===== src/rtl/neuron_train_sequencer5.sv =====
// Training/evaluation driver for a 5-output learning layer: replays stored samples,
// issues valid/learn strobes, and accumulates per-epoch absolute error.
module neuron_train_sequencer5 #(
   parameter int N     = 16,
   parameter int DEPTH = 8,
   parameter int LAT   = 1
) (
   input  logic                         clock,
   input  logic                         reset_n,
   input  logic                         load_en,
   input  logic [$clog2(DEPTH)-1:0]     load_addr,
   input  logic [N-1:0][7:0]            load_in,
   input  logic [4:0][7:0]              load_expected,
   input  logic                         start,
   input  logic [15:0]                  epochs,
   input  logic [$clog2(DEPTH):0]       sample_count,
   input  logic                         train,
   output logic                         busy,
   output logic                         done,
   output logic [31:0]                  epoch_error,
   output logic                         epoch_error_valid,
   output logic [15:0]                  epoch_index,
   output logic                         valid,
   output logic                         learn,
   output logic [N-1:0][7:0]            in,
   output logic [4:0][7:0]              expected_out,
   input  logic [4:0][7:0]              layer_out
);

   localparam int AW = $clog2(DEPTH);

   typedef enum logic [2:0] {
      S_IDLE, S_PRESENT, S_WAIT, S_CAPTURE, S_LEARN, S_NEXT
   } state_t;

   state_t               state_q;
   logic                 busy_q, done_q, eev_q, valid_q, learn_q;
   logic [31:0]          epoch_error_q, acc_q;
   logic [15:0]          epoch_index_q, epoch_q, epochs_q, wait_q;
   logic [N-1:0][7:0]    in_q;
   logic [4:0][7:0]      exp_q;
   logic [AW-1:0]        idx_q;
   logic [AW:0]          cnt_q;
   logic                 train_q;

   logic [N-1:0][7:0]    mem_in  [DEPTH];
   logic [4:0][7:0]      mem_exp [DEPTH];

   // NOTE: the sample memory has no reset on purpose; its contents must survive a
   // mid-run reset, and a reset would also block inference of a plain RAM.
   always_ff @(posedge clock) begin
      if (load_en && !busy_q) begin
         mem_in[load_addr]  <= load_in;
         mem_exp[load_addr] <= load_expected;
      end
   end

   function automatic logic [10:0] abs_sum(input logic [4:0][7:0] a, input logic [4:0][7:0] b);
      logic [8:0] d;
      abs_sum = '0;
      for (int k = 0; k < 5; k++) begin
         d = {1'b0, a[k]} - {1'b0, b[k]};
         if (d[8]) d = -d;
         abs_sum = abs_sum + {2'b00, d};
      end
   endfunction

   logic [10:0]   err_sum;
   logic [32:0]   acc_sum;
   logic [31:0]   acc_d, acc_fin;
   logic          last_sample, last_epoch, to_next;
   logic [AW-1:0] pres_idx;
   logic [AW:0]   cnt_clamped;

   // NOTE: every variable assigned in always_comb gets a default first so no latch is inferred.
   always_comb begin
      err_sum     = abs_sum(layer_out, exp_q);
      acc_sum     = {1'b0, acc_q} + {22'b0, err_sum};
      acc_d       = acc_sum[32] ? 32'hFFFF_FFFF : acc_sum[31:0];
      acc_fin     = (state_q == S_CAPTURE) ? acc_d : acc_q;
      last_sample = ({1'b0, idx_q} == cnt_q - (AW+1)'(1));
      last_epoch  = (epoch_q == epochs_q - 16'd1);
      to_next     = ((state_q == S_CAPTURE) && !train_q) || (state_q == S_LEARN);
      cnt_clamped = (sample_count > (AW+1)'(DEPTH)) ? (AW+1)'(DEPTH) : sample_count;
      pres_idx    = '0;
      if ((state_q == S_NEXT) && !last_sample) pres_idx = idx_q + AW'(1);
   end

   // NOTE: sequential state uses non-blocking assignments only, so every register
   // samples the pre-edge values regardless of statement order.
   always_ff @(posedge clock) begin
      if (!reset_n) begin
         state_q       <= S_IDLE;
         busy_q        <= 1'b0;
         done_q        <= 1'b0;
         eev_q         <= 1'b0;
         valid_q       <= 1'b0;
         learn_q       <= 1'b0;
         epoch_error_q <= '0;
         epoch_index_q <= '0;
         in_q          <= '0;
         exp_q         <= '0;
         acc_q         <= '0;
         epoch_q       <= '0;
         epochs_q      <= '0;
         wait_q        <= '0;
         idx_q         <= '0;
         cnt_q         <= '0;
         train_q       <= 1'b0;
      end else begin
         done_q  <= 1'b0;
         eev_q   <= 1'b0;
         valid_q <= 1'b0;
         learn_q <= 1'b0;
         case (state_q)
            S_IDLE: begin
               if (start) begin
                  if ((epochs != 16'd0) && (sample_count != '0)) begin
                     state_q  <= S_PRESENT;
                     busy_q   <= 1'b1;
                     epochs_q <= epochs;
                     cnt_q    <= cnt_clamped;
                     train_q  <= train;
                     idx_q    <= '0;
                     epoch_q  <= '0;
                     acc_q    <= '0;
                     valid_q  <= 1'b1;
                     in_q     <= mem_in[0];
                     exp_q    <= mem_exp[0];
                  end else begin
                     done_q <= 1'b1;
                  end
               end
            end
            S_PRESENT: begin
               state_q <= S_WAIT;
               wait_q  <= 16'(LAT - 1);
            end
            S_WAIT: begin
               if (wait_q == 16'd0) state_q <= S_CAPTURE;
               else                 wait_q  <= wait_q - 16'd1;
            end
            S_CAPTURE: begin
               acc_q <= acc_d;
               if (train_q) begin
                  state_q <= S_LEARN;
                  valid_q <= 1'b1;
                  learn_q <= 1'b1;
               end
            end
            S_LEARN: ;
            S_NEXT: begin
               if (last_sample && last_epoch) begin
                  state_q <= S_IDLE;
               end else begin
                  if (last_sample) begin
                     epoch_q <= epoch_q + 16'd1;
                     acc_q   <= '0;
                  end
                  idx_q   <= pres_idx;
                  state_q <= S_PRESENT;
                  valid_q <= 1'b1;
                  in_q    <= mem_in[pres_idx];
                  exp_q   <= mem_exp[pres_idx];
               end
            end
            default: state_q <= S_IDLE;
         endcase

         // Epoch report and end-of-run pulses are visible during the NEXT cycle itself.
         if (to_next) begin
            state_q <= S_NEXT;
            if (last_sample) begin
               epoch_error_q <= acc_fin;
               epoch_index_q <= epoch_q;
               eev_q         <= 1'b1;
               if (last_epoch) begin
                  done_q <= 1'b1;
                  busy_q <= 1'b0;
               end
            end
         end
      end
   end

   assign busy              = busy_q;
   assign done              = done_q;
   assign epoch_error       = epoch_error_q;
   assign epoch_error_valid = eev_q;
   assign epoch_index       = epoch_index_q;
   assign valid             = valid_q;
   assign learn             = learn_q;
   assign in                = in_q;
   assign expected_out      = exp_q;

endmodule


===== config.mk =====
export PLATFORM = sky130hd
export DESIGN_NAME = neuron_train_sequencer5
export DESIGN_NICKNAME = d
export VERILOG_FILES = /design/src/rtl/neuron_train_sequencer5.sv
export SDC_FILE = /design/constraint.sdc
export NUM_CORES = 2
export LEC_CHECK = 0
export ABC_AREA = 1
export CAP_MARGIN = 30
export CORE_ASPECT_RATIO = 1.5
export CORE_MARGIN = 10
export CORE_UTILIZATION = 40
export CTS_CLUSTER_SIZE = 14
export DETAILED_ROUTE_END_ITERATION = 16
export GPL_TIMING_DRIVEN = 0
export MAX_ROUTING_LAYER = met4
export PLACE_DENSITY_LB_ADDON = 0.1
export REMOVE_ABC_BUFFERS = 1
export SYNTH_ARGS = -nofsm -noshare
export SYNTH_HDL_FRONTEND = slang
export SYNTH_SLANG_ARGS = --single-unit

===== constraint.sdc =====
create_clock -name clock -period 25.3 [get_ports clock]
set_input_delay 3.795 -clock clock [delete_from_list [all_inputs] [get_ports clock]]
set_output_delay 3.795 -clock clock [all_outputs]
set_load 0.02 [all_outputs]

==> run summary <==
Results of the full flow below.

Synth:
- The run puts the fraction of synthesized cell area taken by the top area cell type at between 50% and 60%.
- The run gives the flop and latch count out of synthesis as between 1500 and 2000.
- The run puts the yosys stat cell total at 7513.
- The run gives the dominant cell type by area after synthesis as sky130_fd_sc_hd__edfxtp_1.

Worst setup path:
- The run puts the worst path buffer plus inverter count at 7.
- The slowest stage of the critical path belongs to the cell sky130_fd_sc_hd__fa_1.

Min path:
- The run gives the end point of the most critical hold path as in[84].
- The run gives the worst hold-check path type as reg -> reg.

Floorplan:
- The run gives the core box area as around 180000 µm².
- The share of the core area taken by cells at floorplan is 40.1%.

Detailed routing:
- The run puts the number of nets with antenna violations after detailed routing at 0.
- The run gives the routed via count divided by cell count as 5.07.
- The run puts the number of detailed-routing iterations run before antenna repair at 5.

Layout:
- The flow measured a signed area growth from synthesis to layout of 19.6%.
- The run gives the fraction of layout instances using a drive strength above 1 as under 10%.

GRT:
- In this run the most used layer during global routing was met2.
- In the global route stage, met2 resource usage came out at 34.1%.
- The run puts the aggregate global routing overflow at 0.
- The run gives the met3 track utilization from global routing as between 4 and 5%.

STA:
- The run puts the maximum clock rate at between 80 and 90 MHz.
- The run puts the hold violation total from the final report at 0.

Outcome:
- The run finished with clean final reports.

Clock tree:
- The run gives the number of H-tree levels as 4.

Power and ir drop:
- The run gives the leakage power as 35.0 nW.
- The run puts the power density normalized to cell area at 103 nW/µm².
[cells by family (layout without fill, tap and decap cells)]
group / after synthesis / in the layout / synth area share [%]
other: 0 / 45 / 0
flip-flops: 1656 / 1656 / 63.1
adder cells (fa/ha/maj): 105 / 105 / 2.10
buffers and inverters: 1036 / 1503 / 5.71
AND/OR/NAND/NOR: 3977 / 3977 / 23.3
AND-OR/OR-AND: 639 / 639 / 4.61
XOR/XNOR: 100 / 100 / 1.19
[sequential cells by signal (all words and copies together) (netlist names), 3 cells and up]
signal        count
wait_q           16
idx_q             3
acc_q            32
state_q           3
mem_in         1024
epoch_error      32
mem_exp         320
cnt_q             4
epoch_q          16
epochs_q         16
expected_out     40
in              128
epoch_index      16
[layer usage]
layer  vias to the layer above  part of all wire (%)
met3                       278                   6.2
met2                      1179                    47
li1                      25800                     -
met5                         -                     0
met4                         0                   2.2
met1                     25800                    44
[layout by cell type, fill, tap and decap left out, types with 47 or more instances in the layout]
| master | count |
|---|---|
| sky130_fd_sc_hd__nand2_1 | 2667 |
| sky130_fd_sc_hd__ha_1 | 73 |
| sky130_fd_sc_hd__edfxtp_1 | 1344 |
| sky130_fd_sc_hd__clkbuf_16 | 179 |
| sky130_fd_sc_hd__o21ai_0 | 172 |
| sky130_fd_sc_hd__clkbuf_1 | 52 |
| sky130_fd_sc_hd__nand3_1 | 709 |
| sky130_fd_sc_hd__nand3b_1 | 301 |
| sky130_fd_sc_hd__buf_12 | 86 |
| sky130_fd_sc_hd__a21oi_1 | 382 |
| sky130_fd_sc_hd__xor2_1 | 79 |
| sky130_fd_sc_hd__buf_16 | 47 |
| sky130_fd_sc_hd__clkdlybuf4s50_1 | 455 |
| sky130_fd_sc_hd__dfxtp_1 | 312 |
| sky130_fd_sc_hd__inv_1 | 593 |
| sky130_fd_sc_hd__nor2_1 | 197 |
[power breakdown]
group | total (W) | switching (W) | internal, W | leakage (nW)
combinational | 0.00339 | 0.00212 | 0.00126 | 17.6
clock | 0.00250 | 0.00103 | 0.00147 | 2.71
sequential | 0.00318 | 0.0000909 | 0.00309 | 14.7
total | 0.00907 | 0.00324 | 0.00583 | 35.0
[metrics by stage]
step	utilization (%)	worst slack (ps)	std cells	hold slack, ps	total power, W
3_5_place_dp	44.9	13120	10100	451	0.00659
5_1_grt	48.0	13290	10500	475	0.00966
3_3_place_gp	43.2	-25760	9976	445	0.00663
6_report	48.0	13840	10500	458	0.00907
2_1_floorplan	-	3810	7083	428	0.00565
4_1_cts	47.9	13940	10400	461	0.00915
[how the worst max path moves through the flow]
stage | from | to | slack (ps)
after floorplan | idx_q[0] | expected_out[16] | 3810
after global placement | state_q[0] | in[44] | -25760
after detailed placement | layer_out[8] | acc_q[9] | 13120
after CTS | layer_out[8] | acc_q[9] | 13940
after global routing | layer_out[8] | acc_q[4] | 13290
final | layer_out[8] | acc_q[9] | 13840
[final cells by class]
cell class / instances / area (µm²)
Antenna cell: 45 / 113
Clock buffer: 258 / 5030
Clock inverter: 49 / 512
Fill cell: 17000 / 95700
Inverter: 606 / 2310
Multi-Input combinational cell: 4821 / 23100
Sequential cell: 1656 / 46600
Tap cell: 2437 / 3050
Timing Repair Buffer: 590 / 7580
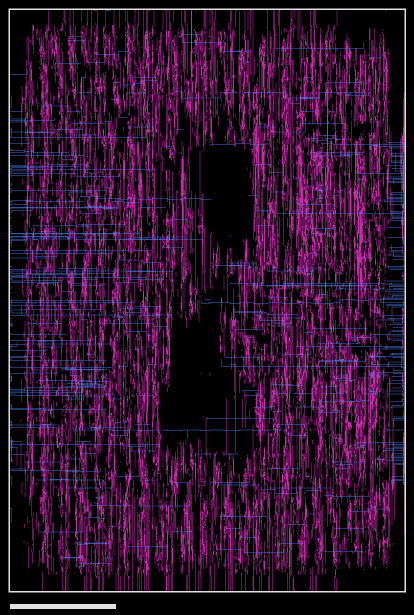
*Signal wires by layer*
Bar = 100 µm. Two of the layers only.
| layer | color | wire length |
|---|---|---|
| met3 | blue | 13100 µm |
| met2 | magenta | 101 mm |
Tot GR Track Use: 21.0%
total via count after detailed routing: 53000
detailed-route wire length: 213 mm

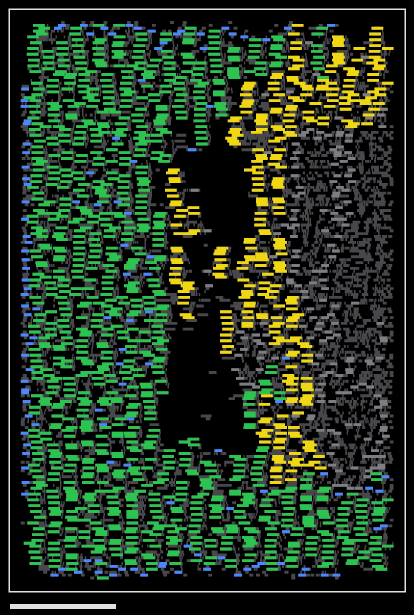
*Sequential cells grouped by signal name*
Bar = 100 µm. Other sequential cells in the stronger gray, the rest of the logic in the fainter gray.
| signal | color | flops |
|---|---|---|
| mem_in | green | 1024 |
| in | blue | 128 |
| mem_exp | yellow | 320 |
sequential group power: 0.00318 W
fraction of the core area covered by cells at the end of the flow: 48.0%
Storage cell area: 46600 µm²
flop share of the area: 52.8%

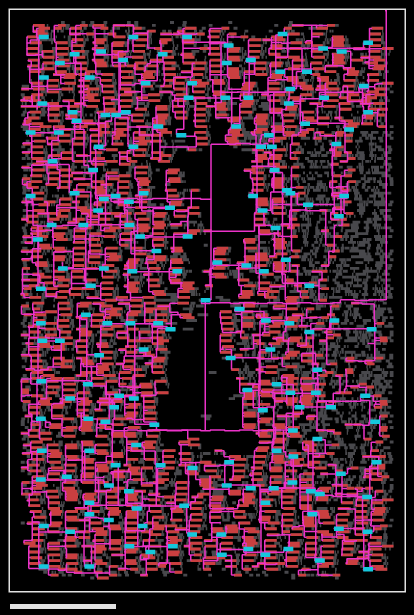
*Clock network drawn from the DEF*
Bar = 100 µm.
[clock wires] magenta | length: 20.4 mm
[flip-flops] red | count: 1656
[cells driving clock nets] cyan | count: 173
flops lie: all over the die
routed clock nets: 174
insertion delay at the late pin of the worst-skew pair: 820 ps
clock network fraction of total power: 27.6%
Post-Route Skew: 64.3 ps

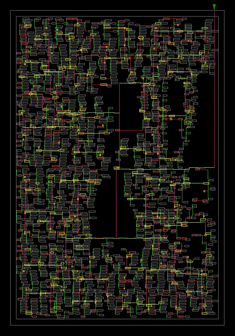
*Clock wiring as the flow saved it*
total number of clock tree sinks: 1656
power in the clock group: 0.00250 W

No activity file was given, so power comes from the tool's default toggle rates.
